<file path="config.mk">
export PLATFORM = sky130hd
export DESIGN_NAME = dac_update_sched_flat
export DESIGN_NICKNAME = d
export VERILOG_FILES = /design/src/rtl/dac_update_sched_if.sv /design/src/rtl/dac_update_sched.sv /design/src/flat_wrapper.sv
export SDC_FILE = /design/constraint.sdc
export NUM_CORES = 2
export LEC_CHECK = 0
export CORE_MARGIN = 4
export CORE_UTILIZATION = 55
export DETAILED_ROUTE_END_ITERATION = 8
export PLACE_DENSITY = 0.86
export SYNTH_ARGS = -nofsm -noshare
export SYNTH_HDL_FRONTEND = slang
export SYNTH_SLANG_ARGS = --single-unit
</file>
<file path="constraint.sdc">
create_clock -name SCLK -period 79.2 [get_ports SCLK]
set_input_delay 15.84 -clock SCLK [delete_from_list [all_inputs] [get_ports SCLK]]
set_output_delay 15.84 -clock SCLK [all_outputs]
set_load 0.05 [all_outputs]
</file>
<file path="src/rtl/dac_update_sched_if.sv">
// Host/serializer-side signal bundle of the DAC update scheduler.
// The master side is the host (plus the serializer sink); the slave side is the scheduler.
interface dac_update_sched_if;
    logic         WR_EN;
    logic [6:0]   WR_ADDR;
    logic [7:0]   WR_DATA;
    logic         UPDATE;
    logic         AUTO;
    logic [767:0] NMBR;
    logic         SER_RESET_N;
    logic         SER_ACTIVE_N;
    logic         BUSY;
    logic         DONE;
    logic         WR_ERR;
    logic [15:0]  FRAME_CNT;

    modport master (
        output WR_EN, WR_ADDR, WR_DATA, UPDATE, AUTO,
        input  NMBR, SER_RESET_N, SER_ACTIVE_N, BUSY, DONE, WR_ERR, FRAME_CNT
    );

    modport slave (
        input  WR_EN, WR_ADDR, WR_DATA, UPDATE, AUTO,
        output NMBR, SER_RESET_N, SER_ACTIVE_N, BUSY, DONE, WR_ERR, FRAME_CNT
    );
endinterface

</file>
<file path="src/rtl/dac_update_sched.sv">
// Double-buffered update scheduler: host shadow bank of 96 DAC codes, packed into the
// serializer code vector, with one gated serializer frame per update request.
module dac_update_sched #(
    parameter int unsigned FRAME_LEN = 17,
    parameter int unsigned GAP_LEN   = 2
) (
    input  logic              SCLK,
    input  logic              RESET,
    dac_update_sched_if.slave bus
);

    localparam int unsigned   WORDS    = 96;
    localparam logic [7:0]    FRAME_M1 = 8'(FRAME_LEN - 1);
    localparam logic [7:0]    GAP_M1   = 8'(GAP_LEN - 1);

    typedef enum logic [1:0] {
        ST_IDLE,
        ST_LOAD,
        ST_RUN,
        ST_GAP
    } state_t;

    state_t         state_reg;
    logic [7:0]     cnt_reg;
    logic           pending_reg;
    logic           dirty_reg;
    logic           ser_reset_n_reg;
    logic           ser_active_n_reg;
    logic           busy_reg;
    logic           done_reg;
    logic           wr_err_reg;
    logic [15:0]    frame_cnt_reg;
    logic [767:0]   nmbr_reg;
    logic [767:0]   shadow_vec;

    logic           wr_ok;
    logic           wr_bad;
    logic           start_frame;

    assign wr_ok       = bus.WR_EN && (bus.WR_ADDR <= 7'd95);
    assign wr_bad      = bus.WR_EN && (bus.WR_ADDR > 7'd95);
    assign start_frame = (state_reg == ST_IDLE) &&
                         (pending_reg || bus.UPDATE || (bus.AUTO && dirty_reg));

    // Shadow bank kept in flops: LOAD needs every word in the same cycle.
    // Each word is stored bit-reversed so its MSB lands on the lowest vector index.
    genvar gi, gb;
    generate
        for (gi = 0; gi < WORDS; gi++) begin : g_word
            logic [7:0] word_reg;

            always_ff @(posedge SCLK or posedge RESET) begin
                if (RESET) begin
                    word_reg <= '0;
                end else if (wr_ok && (bus.WR_ADDR == 7'(gi))) begin
                    word_reg <= bus.WR_DATA;
                end
            end

            for (gb = 0; gb < 8; gb++) begin : g_bit
                assign shadow_vec[8*gi + gb] = word_reg[7 - gb];
            end
        end
    endgenerate

    always_ff @(posedge SCLK or posedge RESET) begin
        if (RESET) begin
            state_reg        <= ST_IDLE;
            cnt_reg          <= '0;
            pending_reg      <= 1'b0;
            dirty_reg        <= 1'b0;
            ser_reset_n_reg  <= 1'b0;
            ser_active_n_reg <= 1'b0;
            busy_reg         <= 1'b0;
            done_reg         <= 1'b0;
            wr_err_reg       <= 1'b0;
            frame_cnt_reg    <= '0;
            nmbr_reg         <= '0;
        end else begin
            ser_active_n_reg <= 1'b1;
            done_reg         <= 1'b0;
            wr_err_reg       <= wr_bad;

            // A write landing in LOAD keeps the bank dirty: its data missed this frame.
            if (wr_ok) begin
                dirty_reg <= 1'b1;
            end else if (state_reg == ST_LOAD) begin
                dirty_reg <= 1'b0;
            end

            if (start_frame) begin
                pending_reg <= 1'b0;
            end else if (bus.UPDATE) begin
                pending_reg <= 1'b1;
            end

            case (state_reg)
                ST_IDLE: begin
                    if (start_frame) begin
                        state_reg <= ST_LOAD;
                        busy_reg  <= 1'b1;
                    end
                end
                ST_LOAD: begin
                    nmbr_reg        <= shadow_vec;
                    ser_reset_n_reg <= 1'b1;
                    cnt_reg         <= FRAME_M1;
                    state_reg       <= ST_RUN;
                end
                ST_RUN: begin
                    if (cnt_reg == 8'd0) begin
                        ser_reset_n_reg <= 1'b0;
                        cnt_reg         <= GAP_M1;
                        state_reg       <= ST_GAP;
                    end else begin
                        cnt_reg <= cnt_reg - 8'd1;
                    end
                end
                ST_GAP: begin
                    if (cnt_reg == 8'd0) begin
                        state_reg     <= ST_IDLE;
                        busy_reg      <= 1'b0;
                        done_reg      <= 1'b1;
                        frame_cnt_reg <= frame_cnt_reg + 16'd1;
                    end else begin
                        cnt_reg <= cnt_reg - 8'd1;
                    end
                end
                default: begin
                    state_reg <= ST_IDLE;
                end
            endcase
        end
    end

    assign bus.NMBR         = nmbr_reg;
    assign bus.SER_RESET_N  = ser_reset_n_reg;
    assign bus.SER_ACTIVE_N = ser_active_n_reg;
    assign bus.BUSY         = busy_reg;
    assign bus.DONE         = done_reg;
    assign bus.WR_ERR       = wr_err_reg;
    assign bus.FRAME_CNT    = frame_cnt_reg;

endmodule

</file>
<file path="src/flat_wrapper.sv">
// flat-port wrapper written by rule: the top's interface ports become plain ports
module dac_update_sched_flat 
#(
    parameter int unsigned FRAME_LEN = 17,
    parameter int unsigned GAP_LEN   = 2
)
  (SCLK, RESET, bus_WR_EN, bus_WR_ADDR, bus_WR_DATA, bus_UPDATE, bus_AUTO, bus_NMBR, bus_SER_RESET_N, bus_SER_ACTIVE_N, bus_BUSY, bus_DONE, bus_WR_ERR, bus_FRAME_CNT);
  dac_update_sched_if bus_i ();
  input  logic SCLK;
  input  logic RESET;
  input wire logic [$bits(bus_i.WR_EN)-1:0] bus_WR_EN;
  input wire logic [$bits(bus_i.WR_ADDR)-1:0] bus_WR_ADDR;
  input wire logic [$bits(bus_i.WR_DATA)-1:0] bus_WR_DATA;
  input wire logic [$bits(bus_i.UPDATE)-1:0] bus_UPDATE;
  input wire logic [$bits(bus_i.AUTO)-1:0] bus_AUTO;
  output wire logic [$bits(bus_i.NMBR)-1:0] bus_NMBR;
  output wire logic [$bits(bus_i.SER_RESET_N)-1:0] bus_SER_RESET_N;
  output wire logic [$bits(bus_i.SER_ACTIVE_N)-1:0] bus_SER_ACTIVE_N;
  output wire logic [$bits(bus_i.BUSY)-1:0] bus_BUSY;
  output wire logic [$bits(bus_i.DONE)-1:0] bus_DONE;
  output wire logic [$bits(bus_i.WR_ERR)-1:0] bus_WR_ERR;
  output wire logic [$bits(bus_i.FRAME_CNT)-1:0] bus_FRAME_CNT;
  assign bus_i.WR_EN = bus_WR_EN;
  assign bus_i.WR_ADDR = bus_WR_ADDR;
  assign bus_i.WR_DATA = bus_WR_DATA;
  assign bus_i.UPDATE = bus_UPDATE;
  assign bus_i.AUTO = bus_AUTO;
  assign bus_NMBR = bus_i.NMBR;
  assign bus_SER_RESET_N = bus_i.SER_RESET_N;
  assign bus_SER_ACTIVE_N = bus_i.SER_ACTIVE_N;
  assign bus_BUSY = bus_i.BUSY;
  assign bus_DONE = bus_i.DONE;
  assign bus_WR_ERR = bus_i.WR_ERR;
  assign bus_FRAME_CNT = bus_i.FRAME_CNT;
  dac_update_sched #(.FRAME_LEN(FRAME_LEN), .GAP_LEN(GAP_LEN)) u_core (.SCLK(SCLK), .RESET(RESET), .bus(bus_i));
endmodule
</file>
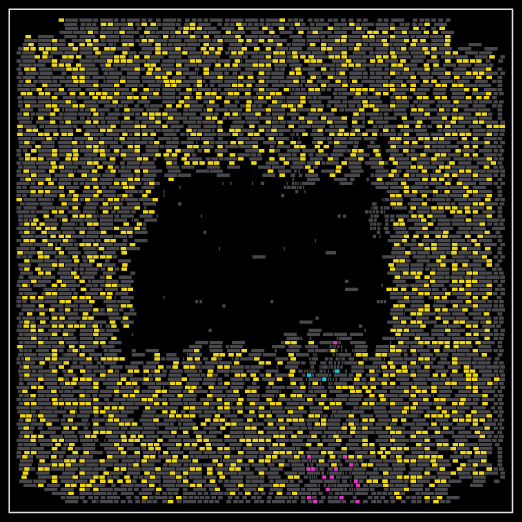
(gate families picked out)
(1.5 px per um)
magenta -> XOR/XNOR gates  # cells 16
cyan -> AND-OR and OR-AND gates  # cells 3
yellow -> multiplexers  # cells 1539, where all over the die
fraction of standard cell area in multi-input logic: 25.54%
most common logic cell in the routed design: sky130_fd_sc_hd__dfrtp_1

==> impl_metrics.xml <==
<?xml version="1.0" encoding="UTF-8"?>
<metrics>
  <group name="place">
    <metric name="place_worst_setup_slack" unit="ns">56.80</metric>
    <metric name="numPortBuffers" unit="">808</metric>
    <metric name="dp_cells" unit="">5605</metric>
    <metric name="routabilityCongestion" unit="">0.8029</metric>
  </group>
  <group name="power">
    <metric name="power_frac_clock" unit="%">24.4</metric>
    <metric name="maxPowerGroup" unit="">combinational logic</metric>
    <metric name="power_switching_share" unit="%">39.44</metric>
  </group>
  <group name="yosys">
    <metric name="flop_cell" unit="">sky130_fd_sc_hd__dfrtp_1</metric>
    <metric name="synth.area.mux_share" unit="%">29.55</metric>
    <metric name="number_of_synthesized_flops_with_an_enable_pin" unit="">0</metric>
    <metric name="cell_count_after_synthesis" unit="">3549</metric>
    <metric name="top_non_seq_family" unit="">multiplexers</metric>
    <metric name="ys_seq_elements" unit="">1569</metric>
    <metric name="synth.top_cells.by_area" unit="">sky130_fd_sc_hd__dfrtp_1, sky130_fd_sc_hd__mux2_2, sky130_fd_sc_hd__clkbuf_1, sky130_fd_sc_hd__nand2_1, sky130_fd_sc_hd__nor2_2</metric>
    <metric name="synth_simple_gate_area_share" unit="%">1.615</metric>
  </group>
  <group name="cells_and_area">
    <metric name="non_clock_inverter_count" unit="">11</metric>
    <metric name="sequential_cell_total" unit="">1569</metric>
    <metric name="seq_area_share" unit="%">53.59</metric>
    <metric name="n_all_buffers" unit="">851</metric>
    <metric name="multi_input_logic_area" unit="sq um">18710</metric>
    <metric name="area_dominant_class" unit="">registers</metric>
    <metric name="layout.cells.non_filler" unit="">5874</metric>
    <metric name="fin_area" unit="sq um">73260</metric>
    <metric name="layout.clock.cell_area_share" unit="%">6.891</metric>
    <metric name="area_share_nonclk_buffers" unit="%">11.52</metric>
    <metric name="final.fill_count" unit="">6576</metric>
  </group>
  <group name="sta">
    <metric name="finalCriticalPeriod" unit="ns">21.45</metric>
    <metric name="slew-limit-headroom" unit="%">15.24</metric>
    <metric name="clock-skew-final" unit="ns">0.03727</metric>
    <metric name="report.final.setup_viol" unit="">0</metric>
    <metric name="fin_ws" unit="ns">57.75</metric>
  </group>
  <group name="critical_path">
    <metric name="worst-path-buf-inv" unit="">8</metric>
    <metric name="path_common_cell" unit="">sky130_fd_sc_hd__buf_4</metric>
    <metric name="cells_traversed_along_the_worst_timing_path" unit="">clkdlybuf4s50_1 &gt; inv_8 &gt; buf_4 &gt; buf_12 &gt; buf_4 &gt; buf_4 &gt; buf_4 &gt; buf_4</metric>
    <metric name="timing.critical_path.from" unit="">RESET</metric>
    <metric name="critical_path_cell_count" unit="">8</metric>
    <metric name="kind_of_cell_adding_the_most_delay_to_the_critical_path" unit="">buffers and inverters</metric>
  </group>
  <group name="outcome">
    <metric name="status" unit="">finished clean</metric>
  </group>
  <group name="floorplan">
    <metric name="ios" unit="">809</metric>
    <metric name="die_h" unit="um">334.6</metric>
    <metric name="tapcell.inserted" unit="">1391</metric>
    <metric name="core_rows" unit="">119</metric>
  </group>
  <group name="hold_path">
    <metric name="min_path_cells" unit="">1</metric>
    <metric name="min-delay-start" unit="">u_core.g_word[54].word_reg[3]$_DFFE_PP0P_</metric>
  </group>
  <group name="clocking">
    <metric name="worst_skew_pair.late_latency" unit="ns">0.77</metric>
    <metric name="cts_tree" unit="">built</metric>
  </group>
  <group name="routing">
    <metric name="highest-signal-layer" unit="">met5</metric>
    <metric name="final_antenna_net_count" unit="">0</metric>
  </group>
</metrics>
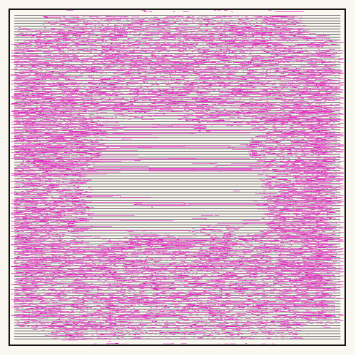
(met1 routing)
(1 px per um) Supply wires on this layer in grey.
wire length on this layer = 61.8 mm
share of all routed wire = 38%
nets with wire on the layer = 4020
longest straight run = 137 um

Power and IR drop assume default switching activity.
